$ cat config.mk
export PLATFORM = sky130hd
export DESIGN_NAME = urv_pipe_ctrl_flat
export DESIGN_NICKNAME = d
export VERILOG_FILES = /design/src/rtl/urv_pipe_ctrl_pkg.sv /design/src/rtl/urv_pipe_ctrl_if.sv /design/src/rtl/urv_redir_tracker.sv /design/src/rtl/urv_pipe_ctrl.sv /design/src/flat_wrapper.sv
export SDC_FILE = /design/constraint.sdc
export NUM_CORES = 1
export LEC_CHECK = 0
export CAP_MARGIN = 20
export CORE_MARGIN = 5
export CORE_UTILIZATION = 35
export DETAILED_ROUTE_END_ITERATION = 6
export GPL_ROUTABILITY_DRIVEN = 0
export SLEW_MARGIN = 10
export SYNTH_ARGS = -nofsm -noshare
export SYNTH_HDL_FRONTEND = slang
export SYNTH_SLANG_ARGS = --single-unit
$ cat constraint.sdc
create_clock -name clk_i -period 2.15 [get_ports clk_i]
set_input_delay 0.43 -clock clk_i [delete_from_list [all_inputs] [get_ports clk_i]]
set_output_delay 0.43 -clock clk_i [all_outputs]
set_load 0.02 [all_outputs]
$ cat src/rtl/urv_pipe_ctrl_pkg.sv
// Shared definitions for the pipeline controller: FSM state encoding and stage indices.
package urv_pipe_ctrl_pkg;

  typedef enum logic [1:0] {
    StRun    = 2'd0,
    StDrain  = 2'd1,
    StHalted = 2'd2
  } pipe_state_e;

  localparam int unsigned StageFetch   = 0;
  localparam int unsigned StageDecode  = 1;
  localparam int unsigned StageExecute = 2;

  // Writeback is always the last stage, so its index depends on pipeline depth.
  function automatic int unsigned stage_writeback(int unsigned num_stages);
    return num_stages - 1;
  endfunction

endpackage

$ cat src/rtl/urv_pipe_ctrl_if.sv
// Control bundle between the pipeline stages and the pipeline controller.
interface urv_pipe_ctrl_if #(
  parameter int unsigned NumStages = 4,
  parameter int unsigned CntWidth  = 32
);

  logic [NumStages-1:0] stall_req_i;
  logic [NumStages-1:0] stage_valid_i;
  logic                 branch_take_i;
  logic                 flush_i;
  logic                 halt_req_i;
  logic                 resume_i;
  logic [NumStages-1:0] stall_o;
  logic [NumStages-1:0] kill_o;
  logic                 halted_o;
  logic [CntWidth-1:0]  stall_cnt_o;

  // Pipeline / debug side: drives requests, observes control.
  modport master (
    output stall_req_i, stage_valid_i, branch_take_i, flush_i, halt_req_i, resume_i,
    input  stall_o, kill_o, halted_o, stall_cnt_o
  );

  // Controller side.
  modport slave (
    input  stall_req_i, stage_valid_i, branch_take_i, flush_i, halt_req_i, resume_i,
    output stall_o, kill_o, halted_o, stall_cnt_o
  );

endinterface

$ cat src/rtl/urv_redir_tracker.sv
// Tracks how far each taken redirect has propagated into the younger stages.
// Bit k set means the instructions now in stage k+1 are wrong-path.
module urv_redir_tracker #(
  parameter int unsigned g_depth = 2
) (
  input  logic               clk_i,
  input  logic               rst_n_i,
  input  logic               en_i,
  input  logic               redir_i,
  output logic [g_depth-1:0] bra_o
);

  logic [g_depth-1:0] bra_q, bra_d;

  // Shift the redirect marker forward only when the resolving stage advances.
  always_comb begin
    bra_d = bra_q;
    if (en_i) begin
      bra_d[0] = redir_i;
      for (int k = 1; k < int'(g_depth); k++) begin
        bra_d[k] = bra_q[k-1];
      end
    end
  end

  // Marker register, cleared on reset.
  always_ff @(posedge clk_i or negedge rst_n_i) begin
    if (!rst_n_i) begin
      bra_q <= '0;
    end else begin
      bra_q <= bra_d;
    end
  end

  assign bra_o = bra_q;

endmodule

$ cat src/rtl/urv_pipe_ctrl.sv
// Pipeline controller: per-stage stall/kill generation, debug halt FSM and stall counter.
module urv_pipe_ctrl
  import urv_pipe_ctrl_pkg::*;
#(
  parameter int unsigned g_num_stages   = 4,
  parameter int unsigned g_branch_stage = StageExecute,
  parameter int unsigned g_cnt_width    = 32
) (
  input  logic           clk_i,
  input  logic           rst_n_i,
  urv_pipe_ctrl_if.slave ctrl_io
);

  localparam int N  = int'(g_num_stages);
  localparam int Br = int'(g_branch_stage);
  localparam int Wb = int'(stage_writeback(g_num_stages));

  pipe_state_e            state_q;
  logic                   halted_q;
  logic [Br-1:0]          bra;
  logic [g_cnt_width-1:0] cnt_q, cnt_d;
  logic                   redir;
  logic                   track_en;
  logic                   drained;
  logic [N-1:0]           stall_base, kill_base;
  logic [N-1:0]           stall, kill;
  logic                   unused_valid_fetch;

  // Fetch validity has no bearing on whether the pipe is drained.
  assign unused_valid_fetch = ctrl_io.stage_valid_i[0];

  urv_redir_tracker #(
    .g_depth (g_branch_stage)
  ) u_tracker (
    .clk_i   (clk_i),
    .rst_n_i (rst_n_i),
    .en_i    (track_en),
    .redir_i (redir),
    .bra_o   (bra)
  );

  // State-independent stall and kill: a stage stalls if any older stage stalls; a redirect
  // kills everything from fetch to the resolving stage, markers kill what already advanced.
  always_comb begin
    redir      = ctrl_io.branch_take_i | ctrl_io.flush_i;
    stall_base = '0;
    for (int s = 0; s < N; s++) begin
      stall_base[s] = |(ctrl_io.stall_req_i >> (s + 1));
    end
    kill_base    = '0;
    kill_base[0] = redir;
    for (int s = 1; s <= Br; s++) begin
      kill_base[s] = kill_base[s-1] | bra[s-1];
    end
  end

  // Apply the debug state on top of the base stall/kill.
  always_comb begin
    stall = stall_base;
    kill  = kill_base;
    unique case (state_q)
      StRun:   ;
      StDrain: stall[0] = 1'b1;
      StHalted: begin
        stall = '1;
        kill  = '0;
      end
      default: ;
    endcase
    track_en = ~stall[Br];
    drained  = ~|ctrl_io.stage_valid_i[Wb:1] & ~|bra;
  end

  // Debug halt FSM; halted_q is set on entry so it is high in the first HALTED cycle.
  always_ff @(posedge clk_i or negedge rst_n_i) begin
    if (!rst_n_i) begin
      state_q  <= StRun;
      halted_q <= 1'b0;
    end else begin
      unique case (state_q)
        StRun: begin
          if (ctrl_io.halt_req_i) state_q <= StDrain;
        end
        StDrain: begin
          if (!ctrl_io.halt_req_i) begin
            state_q <= StRun;
          end else if (drained) begin
            state_q  <= StHalted;
            halted_q <= 1'b1;
          end
        end
        StHalted: begin
          if (ctrl_io.resume_i) begin
            state_q  <= StRun;
            halted_q <= 1'b0;
          end
        end
        default: begin
          state_q  <= StRun;
          halted_q <= 1'b0;
        end
      endcase
    end
  end

  // Saturating count of fetch-stall cycles; halted cycles are not counted.
  always_comb begin
    cnt_d = cnt_q;
    if ((state_q != StHalted) && stall[0] && (cnt_q != '1)) begin
      cnt_d = cnt_q + 1'b1;
    end
  end

  // Stall counter register.
  always_ff @(posedge clk_i or negedge rst_n_i) begin
    if (!rst_n_i) begin
      cnt_q <= '0;
    end else begin
      cnt_q <= cnt_d;
    end
  end

  assign ctrl_io.stall_o     = stall;
  assign ctrl_io.kill_o      = kill;
  assign ctrl_io.halted_o    = halted_q;
  assign ctrl_io.stall_cnt_o = cnt_q;

endmodule

$ cat src/flat_wrapper.sv
// flat-port wrapper written by rule: the top's interface ports become plain ports
module urv_pipe_ctrl_flat import urv_pipe_ctrl_pkg::*;
#(
  parameter int unsigned g_num_stages   = 4,
  parameter int unsigned g_branch_stage = StageExecute,
  parameter int unsigned g_cnt_width    = 32
)
  (clk_i, rst_n_i, ctrl_io_stall_req_i, ctrl_io_stage_valid_i, ctrl_io_branch_take_i, ctrl_io_flush_i, ctrl_io_halt_req_i, ctrl_io_resume_i, ctrl_io_stall_o, ctrl_io_kill_o, ctrl_io_halted_o, ctrl_io_stall_cnt_o);
  urv_pipe_ctrl_if #(.NumStages((4)), .CntWidth((4))) ctrl_io_i ();
  input  logic clk_i;
  input  logic rst_n_i;
  input wire logic [$bits(ctrl_io_i.stall_req_i)-1:0] ctrl_io_stall_req_i;
  input wire logic [$bits(ctrl_io_i.stage_valid_i)-1:0] ctrl_io_stage_valid_i;
  input wire logic [$bits(ctrl_io_i.branch_take_i)-1:0] ctrl_io_branch_take_i;
  input wire logic [$bits(ctrl_io_i.flush_i)-1:0] ctrl_io_flush_i;
  input wire logic [$bits(ctrl_io_i.halt_req_i)-1:0] ctrl_io_halt_req_i;
  input wire logic [$bits(ctrl_io_i.resume_i)-1:0] ctrl_io_resume_i;
  output wire logic [$bits(ctrl_io_i.stall_o)-1:0] ctrl_io_stall_o;
  output wire logic [$bits(ctrl_io_i.kill_o)-1:0] ctrl_io_kill_o;
  output wire logic [$bits(ctrl_io_i.halted_o)-1:0] ctrl_io_halted_o;
  output wire logic [$bits(ctrl_io_i.stall_cnt_o)-1:0] ctrl_io_stall_cnt_o;
  assign ctrl_io_i.stall_req_i = ctrl_io_stall_req_i;
  assign ctrl_io_i.stage_valid_i = ctrl_io_stage_valid_i;
  assign ctrl_io_i.branch_take_i = ctrl_io_branch_take_i;
  assign ctrl_io_i.flush_i = ctrl_io_flush_i;
  assign ctrl_io_i.halt_req_i = ctrl_io_halt_req_i;
  assign ctrl_io_i.resume_i = ctrl_io_resume_i;
  assign ctrl_io_stall_o = ctrl_io_i.stall_o;
  assign ctrl_io_kill_o = ctrl_io_i.kill_o;
  assign ctrl_io_halted_o = ctrl_io_i.halted_o;
  assign ctrl_io_stall_cnt_o = ctrl_io_i.stall_cnt_o;
  urv_pipe_ctrl #(.g_num_stages(g_num_stages), .g_branch_stage(g_branch_stage), .g_cnt_width(g_cnt_width)) u_core (.clk_i(clk_i), .rst_n_i(rst_n_i), .ctrl_io(ctrl_io_i));
endmodule
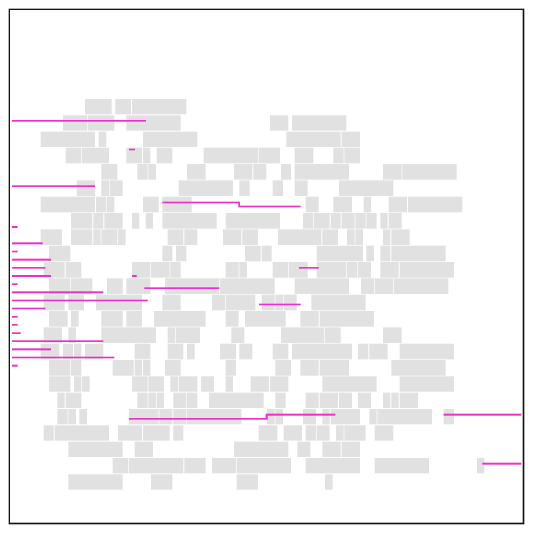
Fig. 1. The metal 3 layer (run 1).
Scale: 6 px per um. Cells faint in the background.
share of all routed wire: 6.1%
longest straight run: 22.8 um
main direction: horizontal
wire length on this layer: 244 um
nets with wire on the layer: 23

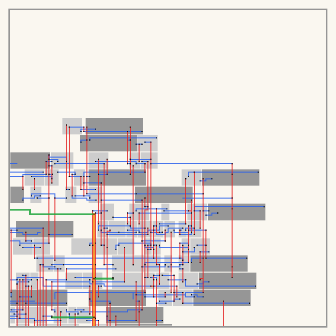
Fig. 2. A small window of the routed layout (run 1).
Region (35, 35) to (85, 85) um. Cells in gray, sequential cells in the stronger gray; small squares are vias.
legend:
  orange:
    layer: met4
  red:
    layer: met2
  blue:
    layer: met1
  green:
    layer: met3
most frequent: dfrtp_1 (14)
netlist names of flops here include: u_core.cnt_q (14)
cells with their middle in the window: 66
sequential cells in the window: 14

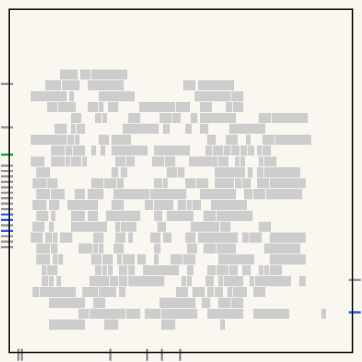
Fig. 3. Pin placement (run 1).
Scale: 4 px per um. Pins as bars across the die edge, other pins in gray.
legend:
  blue:
    port: ctrl_io_kill_o
    pins: 4
    direction: output
    edge: 3 left, 1 right
  green:
    port: ctrl_io_halt_req_i
    pins: 1
    direction: input
    edge: left
all pins by edge: 19 left, 6 bottom, 2 right
die width: 85.5 um
Die Ht: 85.5 um
IO Port Bufs: 23

==> run_results.csv, run 1 <==
group,metric,value,unit
die,coreArea,0.00551,sq mm
global_routing,busiest_layer,"met2",
power,p_seq_frac,0.406,
route,drc,0,
setup_path,critPathLaunch,"u_core.state_q[1]",
cells_and_area,sh_comb_area,0.398,
power,p_switching,0.820,mW
logic_synthesis,yosysMostFrequentCell,"dfrtp_1",
logic_synthesis,yosysTopAreaCellShare,0.465,
die,taps,72,
final_timing,fin_setup_tns,0,ns
cells_and_area,multiInputGateArea,0.00103,sq mm
power,power_frac_comb,0.371,
outcome,status,"finished clean",
route,postRouteAntennaNets,0,
final_timing,hold_viol_final,0,
setup_path,cp_cell_sequence,"ha_4 -> nand4b_4 -> or4_4 -> buf_12 -> a211oi_4 -> nand3_1 -> xnor2_1",
power,top_power_group,"sequential cells",
setup_path,critical_path_cell_count,7,
die,die_area,0.00730,sq mm
die,rows,27,
setup_path,max_stage_delay,0.57,ns
cells_and_area,clock_buffers,6,
setup_path,ff2ff_setup_slack,0.06,ns
setup_path,cp.arrival,2.28,ns
cells_and_area,seq-cell-share,0.358,
final_timing,fin_crit,2.09,ns
setup_path,endpoint,"u_core.cnt_q[15]",
die,pin_count,27,
route,top_layer_used,"met4",
cells_and_area,comb.multi_input.count,140,
setup_path,required,2.33,ns
power,power,2.31,mW
logic_synthesis,synth-edff-count,0,
worst_hold_path,hp-class,"in2async",
cells_and_area,top_register,"u_core.cnt_q",
logic_synthesis,ys_seq_frac,0.465,
cells_and_area,biggestCellCategory,"combinational gates",
cells_and_area,nets,260,
logic_synthesis,synth.avg_cell_area,10.2,sq um
cells_and_area,final_cells,313,
placement,dp.cells,301,
setup_path,r2r_end,"u_core.cnt_q[15]",
-- run 1: cell families after synthesis --
logic type	Yosys count	synth area share
muxes	2	0.0113
DFF	37	0.465
AOI/OAI and AO/OA	21	0.0659
xor gates and xnor gates	26	0.114
buffers and inverters	18	0.0471
and+or+nand+nor	84	0.257
adders and majority gates	6	0.0377
other	1	0.00188
-- run 1: placed cells by master, fill, tap and decap left out, types with 8 or more instances in the layout --
cell type,netlist,final
nand2_1,14,14
buf_4,5,22
nand4_1,10,10
xor2_1,11,11
dfrtp_1,37,37
nand3_1,13,13
inv_1,10,8
clkdlybuf4s50_1,0,15
xnor2_1,15,15
nor2_1,18,17
-- run 1: what timing repair did --
action,CTS,global route
gates resized,16,3
setup endpoints to repair,13,10
buffers inserted,0,5
pin swaps,3,7
==> inputs of run 2 (changes only) <==
SKIP_LAST_GASP = 1   (was default)
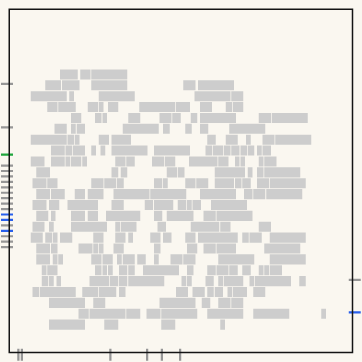
Fig. 4. Pin placement (run 2).
Scale: 4 px per um. Pins as bars across the die edge, other pins in gray.
legend:
  green:
    port: ctrl_io_halt_req_i
    pins: 1
    direction: input
    edge: left
  blue:
    port: ctrl_io_kill_o
    pins: 4
    direction: output
    edge: 3 left, 1 right
all pins by edge: 19 left, 6 bottom, 2 right

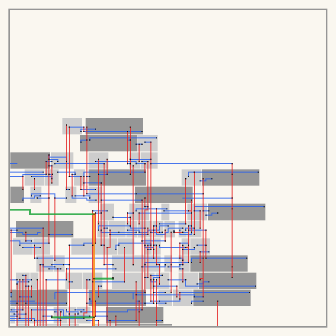
Fig. 5. A small window of the routed layout (run 2).
Region (35, 35) to (85, 85) um. Cells in gray, sequential cells in the stronger gray; small squares are vias.
legend:
  red:
    layer: met2
  blue:
    layer: met1
  orange:
    layer: met4
  green:
    layer: met3
netlist names of flops here include: u_core.cnt_q (14)
most frequent: dfrtp_1 (14)
sequential cells in the window: 14
cells with their middle in the window: 66

==> run_results.csv, run 2 <==
group,metric,value,unit
setup_path,required,2.33,ns
die,fp.dieH,85.5,um
die,taps,72,
worst_hold_path,hp-class,"in2async",
logic_synthesis,syn-num-nets,215,
die,rows,27,
cells_and_area,seq_cells,37,
setup_path,max_stage_delay,0.57,ns
route,wl_met2,1780,um
run,maxCapViolations,0,
cells_and_area,multiInputGateArea,0.00103,sq mm
setup_path,path_delay_family,"simple AND/OR/NAND/NOR gates",
setup_path,worst_setup_path_start_kind,"flop",
placement,hpwlAfterDp,3000,um
route,postRouteAntennaNets,0,
clock_tree,path_clk_slew,0.07,ns
logic_synthesis,aoi_share,0.0659,
final_timing,fin_setup_tns,0,ns
final_timing,fin_crit,2.09,ns
global_routing,grt_pass1_vias,1508,
setup_path,cp_num_buf_inv,1,
logic_synthesis,ys_seq_frac,0.465,
cells_and_area,nets,260,
logic_synthesis,ys_sh_simple,0.257,
final_timing,timing.hold.ws,0.124,ns
placement,dp.cells,301,
logic_synthesis,synth_adder_area_share,0.0377,
global_routing,busiest_layer,"met2",
setup_path,r2r.worst_path.cells,7,
cells_and_area,final_cell_mix,"37 x dfrtp_1, 22 x buf_4, 17 x nor2_1, 15 x xnor2_1, 15 x clkdlybuf4s50_1",
cells_and_area,fillerInstances,530,
cells_and_area,final_cells,313,
route,via_count,1501,
cells_and_area,clock_buffers,6,
clock_tree,clock_latency,0.29,ns
placement,portBuffers,23,
die,fp.dieW,85.5,um
final_timing,hold_viol_final,0,
logic_synthesis,mux_share,0.0113,
clock_tree,clk_path_buf_depth,2,
cells_and_area,clkCellAreaFrac,0.0373,
route,routedWlPerCell,12.7,um
setup_path,cp_cell_sequence,"ha_4 -> nand4b_4 -> or4_4 -> buf_12 -> a211oi_4 -> nand3_1 -> xnor2_1",
outcome,status,"finished clean",
route,top_layer_used,"met4",
cells_and_area,n_all_inverters,10,
die,coreArea,0.00551,sq mm
setup_path,r2r_end,"u_core.cnt_q[15]",
power,power,2.31,mW
clock_tree,holdBufCountCts,0,
cells_and_area,top_register,"u_core.cnt_q",
setup_path,cp.arrival,2.28,ns
logic_synthesis,synth.avg_cell_area,10.2,sq um
die,pin_count,27,
setup_path,crit_fanout,4,
logic_synthesis,synth_xor_xnor_area_share,0.114,
final_timing,drv_slew,0,
cells_and_area,n_all_buffers,46,
clock_tree,post_cts_resized,11,
logic_synthesis,syn-cell-area,0.00199,sq mm
cells_and_area,seq-cell-share,0.358,
cells_and_area,comb.multi_input.count,140,
cells_and_area,sh_comb_area,0.398,
clock_tree,postCtsSetupBuffers,0,
route,drc,0,
final_timing,rsz0062_at_grt,"yes",
logic_synthesis,yosysTopAreaCellShare,0.465,
logic_synthesis,logic_family,"simple AND/OR/NAND/NOR gates",
logic_synthesis,yosysMostFrequentCell,"dfrtp_1",
run,warnings,34,
logic_synthesis,synth-edff-count,0,
setup_path,ff2ff_setup_slack,0.06,ns
cells_and_area,layout_top_cell,"dfrtp_1",
placement,dpl_cell_area,0.00240,sq mm
setup_path,endpoint_kind,"flop",
die,die_area,0.00730,sq mm
cells_and_area,biggestCellCategory,"combinational gates",
## run 2: cell counts after synthesis
No cell type changed its count.
## run 2: worst max-delay path by stage
stage                              end                    from  cells past startpoint  slack, ns
global placement      u_core.cnt_q[31]  ctrl_io_stall_req_i[3]                      7      -0.23
detailed placement    u_core.cnt_q[29]  ctrl_io_stall_req_i[3]                      7      -0.25
global route          u_core.cnt_q[21]       u_core.state_q[0]                      8      -0.05
floorplan             u_core.cnt_q[31]       u_core.state_q[0]                      8       0.04
finish                u_core.cnt_q[15]       u_core.state_q[1]                      7       0.06
CTS                 ctrl_io_stall_o[0]       u_core.state_q[0]                      6      -0.05
## run 2: power by group
group / switching, mW / internal, mW / total (mW)
clock: 0.255 / 0.260 / 0.514
combinational: 0.431 / 0.427 / 0.859
sequential: 0.134 / 0.806 / 0.941
Power is estimated from default activity; no workload was simulated.
